$ cat config.mk
export PLATFORM = sky130hd
export DESIGN_NAME = mm_ram_port_arbiter
export DESIGN_NICKNAME = d
export VERILOG_FILES = /design/src/rtl/cv32e20_tb_pkg.sv /design/src/rtl/mm_ram_port_arbiter_tag_fifo.sv /design/src/rtl/mm_ram_port_arbiter.sv
export SDC_FILE = /design/constraint.sdc
export NUM_CORES = 1
export LEC_CHECK = 0
export ABC_AREA = 1
export CAP_MARGIN = 30
export CORE_AREA = 2 2 108 110
export DETAILED_ROUTE_END_ITERATION = 8
export DIE_AREA = 0 0 110 112
export PLACE_DENSITY = 0.68
export SLEW_MARGIN = 20
export SYNTH_ARGS = -nofsm -noshare
export SYNTH_HDL_FRONTEND = slang
export SYNTH_SLANG_ARGS = --single-unit
$ cat constraint.sdc
create_clock -name clk_i -period 3.2 [get_ports clk_i]
set_clock_uncertainty 0.2 [all_clocks]
set_input_delay 0.48 -clock clk_i [delete_from_list [all_inputs] [get_ports clk_i]]
set_output_delay 0.48 -clock clk_i [all_outputs]
set_load 0.01 [all_outputs]
$ cat src/rtl/cv32e20_tb_pkg.sv
// rtl/cv32e20_tb_pkg.sv - shared types for the testbench RAM port arbiter
package cv32e20_tb_pkg;

  // Which core interface owns a RAM transaction.
  typedef enum logic {
    REQ_INSTR = 1'b0,
    REQ_DATA  = 1'b1
  } mm_requester_e;

  // The requester that gets priority after r has been served.
  function automatic mm_requester_e mm_other(input mm_requester_e r);
    return (r == REQ_INSTR) ? REQ_DATA : REQ_INSTR;
  endfunction

endpackage

$ cat src/rtl/mm_ram_port_arbiter_tag_fifo.sv
// rtl/mm_ram_port_arbiter_tag_fifo.sv - in-order requester-tag FIFO for outstanding RAM transactions
module mm_ram_tag_fifo
  import cv32e20_tb_pkg::*;
#(
  parameter int DEPTH = 2
) (
  input  logic          clk_i,
  input  logic          rst_i,
  input  logic          push_i,
  input  mm_requester_e tag_i,
  input  logic          pop_i,
  output mm_requester_e head_o,
  output logic          full_o,
  output logic          empty_o
);

  localparam int PW = (DEPTH > 1) ? $clog2(DEPTH) : 1;
  localparam int CW = $clog2(DEPTH + 1);

  mm_requester_e   mem_q [DEPTH];
  logic [PW-1:0]   wr_ptr_q, wr_ptr_d;
  logic [PW-1:0]   rd_ptr_q, rd_ptr_d;
  logic [CW-1:0]   cnt_q, cnt_d;
  logic            push_en, pop_en;

  assign full_o  = (cnt_q == CW'(DEPTH));
  assign empty_o = (cnt_q == '0);
  assign head_o  = mem_q[rd_ptr_q];

  // A pop in the same cycle frees the slot, so a full FIFO can still take a push.
  assign pop_en  = pop_i & ~empty_o;
  assign push_en = push_i & (~full_o | pop_en);

  // Pointer advance with explicit wrap at DEPTH and occupancy tracking.
  always_comb begin
    wr_ptr_d = wr_ptr_q;
    rd_ptr_d = rd_ptr_q;
    cnt_d    = cnt_q;
    if (push_en) wr_ptr_d = (wr_ptr_q == PW'(DEPTH - 1)) ? '0 : wr_ptr_q + PW'(1);
    if (pop_en)  rd_ptr_d = (rd_ptr_q == PW'(DEPTH - 1)) ? '0 : rd_ptr_q + PW'(1);
    if (push_en & ~pop_en)      cnt_d = cnt_q + CW'(1);
    else if (pop_en & ~push_en) cnt_d = cnt_q - CW'(1);
  end

  // Control state; reset empties the FIFO.
  always_ff @(posedge clk_i) begin
    if (rst_i) begin
      wr_ptr_q <= '0;
      rd_ptr_q <= '0;
      cnt_q    <= '0;
    end else begin
      wr_ptr_q <= wr_ptr_d;
      rd_ptr_q <= rd_ptr_d;
      cnt_q    <= cnt_d;
    end
  end

  // Tag storage; contents are meaningless while empty so they are not reset.
  always_ff @(posedge clk_i) begin
    if (push_en) mem_q[wr_ptr_q] <= tag_i;
  end

endmodule

$ cat src/rtl/mm_ram_port_arbiter.sv
// rtl/mm_ram_port_arbiter.sv - round-robin sharing of one RAM port between instr and data OBI ports
module mm_ram_port_arbiter
  import cv32e20_tb_pkg::*;
#(
  parameter int RAM_ADDR_WIDTH  = 20,
  parameter int DATA_WIDTH      = 32,
  parameter int MAX_OUTSTANDING = 2,
  parameter int CNT_WIDTH       = 16
) (
  input  logic                      clk_i,
  input  logic                      rst_i,
  input  logic                      instr_req_i,
  input  logic [31:0]               instr_addr_i,
  output logic                      instr_gnt_o,
  output logic                      instr_rvalid_o,
  output logic [DATA_WIDTH-1:0]     instr_rdata_o,
  input  logic                      data_req_i,
  input  logic [31:0]               data_addr_i,
  input  logic                      data_we_i,
  input  logic [DATA_WIDTH/8-1:0]   data_be_i,
  input  logic [DATA_WIDTH-1:0]     data_wdata_i,
  output logic                      data_gnt_o,
  output logic                      data_rvalid_o,
  output logic [DATA_WIDTH-1:0]     data_rdata_o,
  output logic                      ram_req_o,
  input  logic                      ram_gnt_i,
  output logic [RAM_ADDR_WIDTH-1:0] ram_addr_o,
  output logic                      ram_we_o,
  output logic [DATA_WIDTH/8-1:0]   ram_be_o,
  output logic [DATA_WIDTH-1:0]     ram_wdata_o,
  input  logic                      ram_rvalid_i,
  input  logic [DATA_WIDTH-1:0]     ram_rdata_i,
  output logic [CNT_WIDTH-1:0]      conflict_cnt_o,
  output logic                      protocol_err_o
);

  mm_requester_e        winner, last_winner_q, last_winner_d, head_tag;
  logic                 fifo_full, fifo_empty;
  logic                 can_push, both_req, accept, pop;
  logic [CNT_WIDTH-1:0] conflict_cnt_q, conflict_cnt_d;
  logic                 protocol_err_q, protocol_err_d;
  logic                 unused_addr_bits;

  // Upper address bits fall outside the RAM bank and are intentionally dropped.
  assign unused_addr_bits = ^{instr_addr_i[31:RAM_ADDR_WIDTH], data_addr_i[31:RAM_ADDR_WIDTH]};

  assign both_req  = instr_req_i & data_req_i;
  assign can_push  = ~fifo_full | ram_rvalid_i;
  assign ram_req_o = (instr_req_i | data_req_i) & can_push;
  assign accept    = ram_req_o & ram_gnt_i;
  assign pop       = ram_rvalid_i & ~fifo_empty;

  assign instr_gnt_o    = accept & (winner == REQ_INSTR);
  assign data_gnt_o     = accept & (winner == REQ_DATA);
  assign instr_rvalid_o = pop & (head_tag == REQ_INSTR);
  assign data_rvalid_o  = pop & (head_tag == REQ_DATA);
  assign instr_rdata_o  = ram_rdata_i;
  assign data_rdata_o   = ram_rdata_i;

  assign conflict_cnt_o = conflict_cnt_q;
  assign protocol_err_o = protocol_err_q;

  mm_ram_tag_fifo #(
    .DEPTH (MAX_OUTSTANDING)
  ) u_tag_fifo (
    .clk_i   (clk_i),
    .rst_i   (rst_i),
    .push_i  (accept),
    .tag_i   (winner),
    .pop_i   (pop),
    .head_o  (head_tag),
    .full_o  (fifo_full),
    .empty_o (fifo_empty)
  );

  // Pick the sole requester, or on conflict the one not served last.
  always_comb begin
    winner = REQ_INSTR;
    if (both_req)        winner = mm_other(last_winner_q);
    else if (data_req_i) winner = REQ_DATA;
  end

  // Steer the winner's request fields onto the RAM port; fetches are full-word reads.
  always_comb begin
    ram_addr_o  = instr_addr_i[RAM_ADDR_WIDTH-1:0];
    ram_we_o    = 1'b0;
    ram_be_o    = '1;
    ram_wdata_o = data_wdata_i;
    if (winner == REQ_DATA) begin
      ram_addr_o = data_addr_i[RAM_ADDR_WIDTH-1:0];
      ram_we_o   = data_we_i;
      ram_be_o   = data_be_i;
    end
  end

  // Next-state for round-robin history, saturating conflict counter and sticky error.
  always_comb begin
    last_winner_d  = last_winner_q;
    conflict_cnt_d = conflict_cnt_q;
    protocol_err_d = protocol_err_q;
    if (accept) last_winner_d = winner;
    if (both_req & can_push & (conflict_cnt_q != '1))
      conflict_cnt_d = conflict_cnt_q + CNT_WIDTH'(1);
    if (ram_rvalid_i & fifo_empty) protocol_err_d = 1'b1;
  end

  // Arbiter state registers; reset favours DATA on the first conflict.
  always_ff @(posedge clk_i) begin
    if (rst_i) begin
      last_winner_q  <= REQ_INSTR;
      conflict_cnt_q <= '0;
      protocol_err_q <= 1'b0;
    end else begin
      last_winner_q  <= last_winner_d;
      conflict_cnt_q <= conflict_cnt_d;
      protocol_err_q <= protocol_err_d;
    end
  end

endmodule

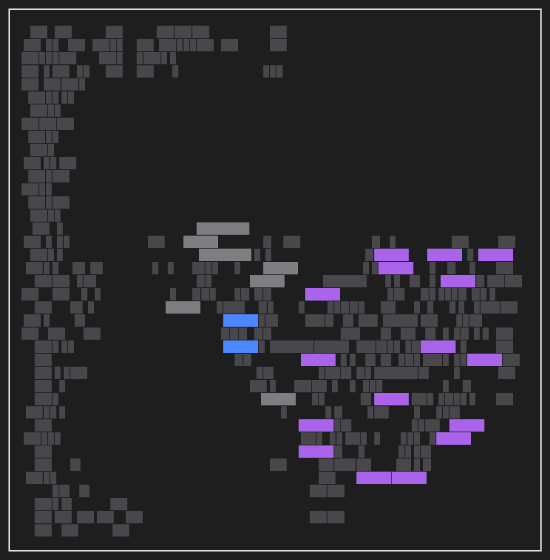
(images/registers.png)
Other sequential cells in the stronger gray, the rest of the logic in the fainter gray.
legend:
  u_tag_fifo.cnt_q:
    color: blue
    placed_flops: 2
  conflict_cnt_o:
    color: purple
    placed_flops: 16
not colored: 7

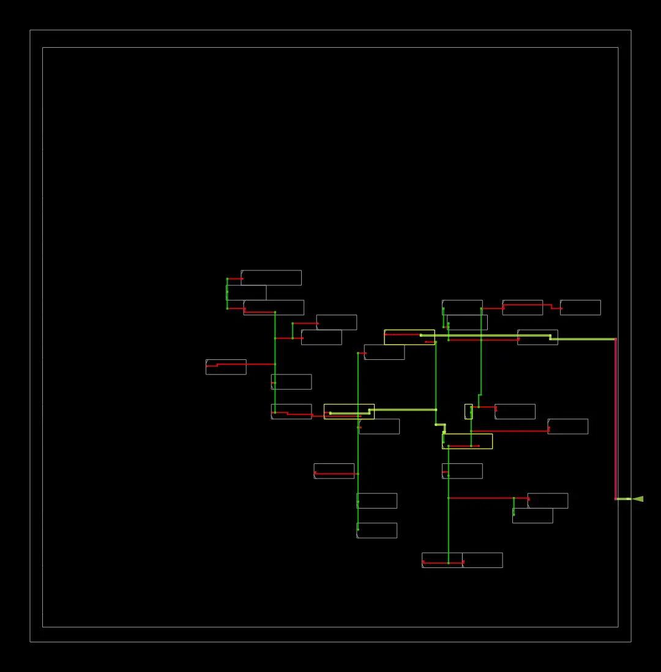
(images/final_clocks.png)
number of buffers inserted during clock tree synthesis: 3
seq_cells: 25
clock sink count: 25

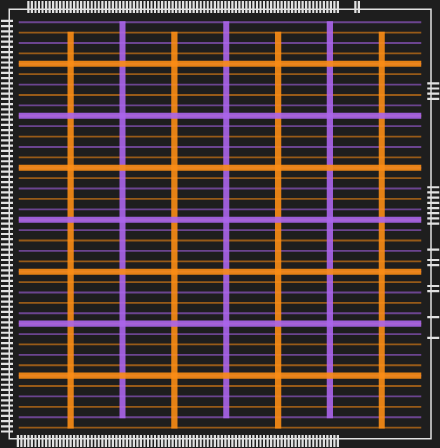
(images/pdn.png)
Pins as bars on the die edge.
legend:
  VDD:
    color: purple
  VSS:
    color: orange
signal pins: 282
met4 straps: 7
rows: 39

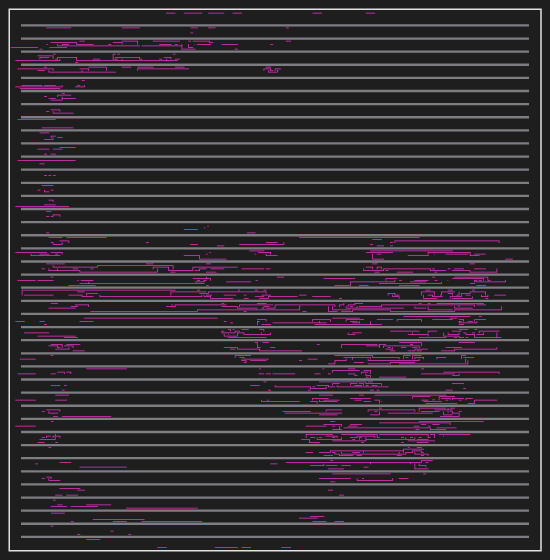
(images/met1.png)
Supply wires on this layer in gray.
share of all routed wire: 34%
wire length on this layer: 2300 µm

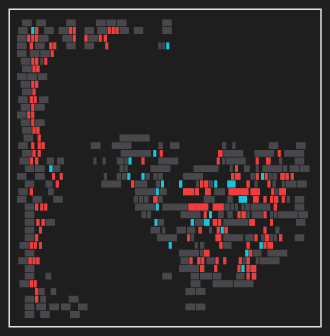
(images/gate_families.png)
legend:
  inverters:
    color: cyan
    cells: 24
    where: middle
  NAND gates:
    color: red
    cells: 136
    where: widely spread
filler-free cell count of the finished design: 519
proportion of cell area occupied by multi-input gates: 36.1%
commonest non-fill, non-tap cell in the layout: sky130_fd_sc_hd__nand2_1

==> report_table.html <==
<h2>Implementation results</h2>
<table>
<tr><th>Metric</th><th>Value</th></tr>
<tr><th colspan="2">Place</th></tr>
<tr><td>Area after DPL</td><td>2890 µm²</td></tr>
<tr><th colspan="2">STA</th></tr>
<tr><td>Final count of negative-setup-slack endpoints</td><td>0</td></tr>
<tr><th colspan="2">Clocking</th></tr>
<tr><td>Cell at the root of the clock tree</td><td>sky130_fd_sc_hd__clkbuf_16</td></tr>
<tr><td>Setup Buffers After CTS</td><td>0</td></tr>
<tr><td>Depth of the CTS H-tree</td><td>1</td></tr>
<tr><th colspan="2">Synth</th></tr>
<tr><td>Number of library cell types mapped by synthesis</td><td>32</td></tr>
<tr><td>EDFF count, synth</td><td>2</td></tr>
<tr><td>Cell area after synthesis</td><td>roughly 2400 µm²</td></tr>
<tr><td>Main logic family after synthesis</td><td>buffers and inverters</td></tr>
<tr><td>Per-instance average area after synthesis</td><td>roughly 6.6 µm²</td></tr>
<tr><td>Multiplexer share</td><td>0%</td></tr>
<tr><td>Most frequent cell after synthesis</td><td>sky130_fd_sc_hd__nand2_1</td></tr>
<tr><th colspan="2">Setup path</th></tr>
<tr><td>Worst endpoint required time</td><td>2520 ps</td></tr>
<tr><td>Largest delay contributor family on the critical path</td><td>buffers and inverters</td></tr>
<tr><td>Master of the slowest instance on the critical path</td><td>sky130_fd_sc_hd__clkdlybuf4s50_1</td></tr>
<tr><td>Category of the most critical setup path</td><td>in2out</td></tr>
<tr><td>Worst-path maximum fanout</td><td>15</td></tr>
<tr><td>Reg-to-reg critical path startpoint</td><td>u_tag_fifo.cnt_q[0]$_SDFFE_PP0P_</td></tr>
<tr><th colspan="2">Floorplanning</th></tr>
<tr><td>Cell Rows</td><td>39</td></tr>
<tr><td>Total die size</td><td>12300 µm²</td></tr>
<tr><th colspan="2">Global route</th></tr>
<tr><td>Pin count of the biggest net entering global routing</td><td>17</td></tr>
<tr><th colspan="2">Min path</th></tr>
<tr><td>Hold path cells</td><td>1</td></tr>
<tr><td>Worst Hold Class</td><td>reg2reg</td></tr>
<tr><th colspan="2">Routing</th></tr>
<tr><td>Via count of the routed design</td><td>2111</td></tr>
<tr><td>Highest metal layer with signal wires</td><td>met4</td></tr>
<tr><th colspan="2">Layout</th></tr>
<tr><td>CLK BUF</td><td>4</td></tr>
<tr><th colspan="2">Run status</th></tr>
<tr><td>Status</td><td>completed</td></tr>
</table>
## report_power, final
part | leakage [nW] | internal, mW | switching [mW]
logic | 0.935 | 0.169 | 0.140
registers | 0.206 | 0.338 | 0.0122
clock network | 0.0382 | 0.170 | 0.109
## how the worst max path moves through the flow
stage | to | slack (ps) | cells after the start
detailed placement | instr_gnt_o | 370 | 7
floorplan | u_tag_fifo.cnt_q[1]$_SDFFE_PP0P_ | 1160 | 11
global placement | instr_gnt_o | 380 | 7
finish | instr_gnt_o | 350 | 7
CTS | instr_gnt_o | 350 | 7
global route | instr_gnt_o | 260 | 7
## layer usage
| layer | global-route usage, % | vias to the layer above |
|---|---|---|
| li1 | - | 1058 |
| met1 | 10.7 | 893 |
| met2 | 19.6 | 158 |
| met3 | 5.62 | 2 |
| met4 | 1.94 | 0 |
| met5 | 0 | - |
No activity file was given, so power comes from the tool's default toggle rates.
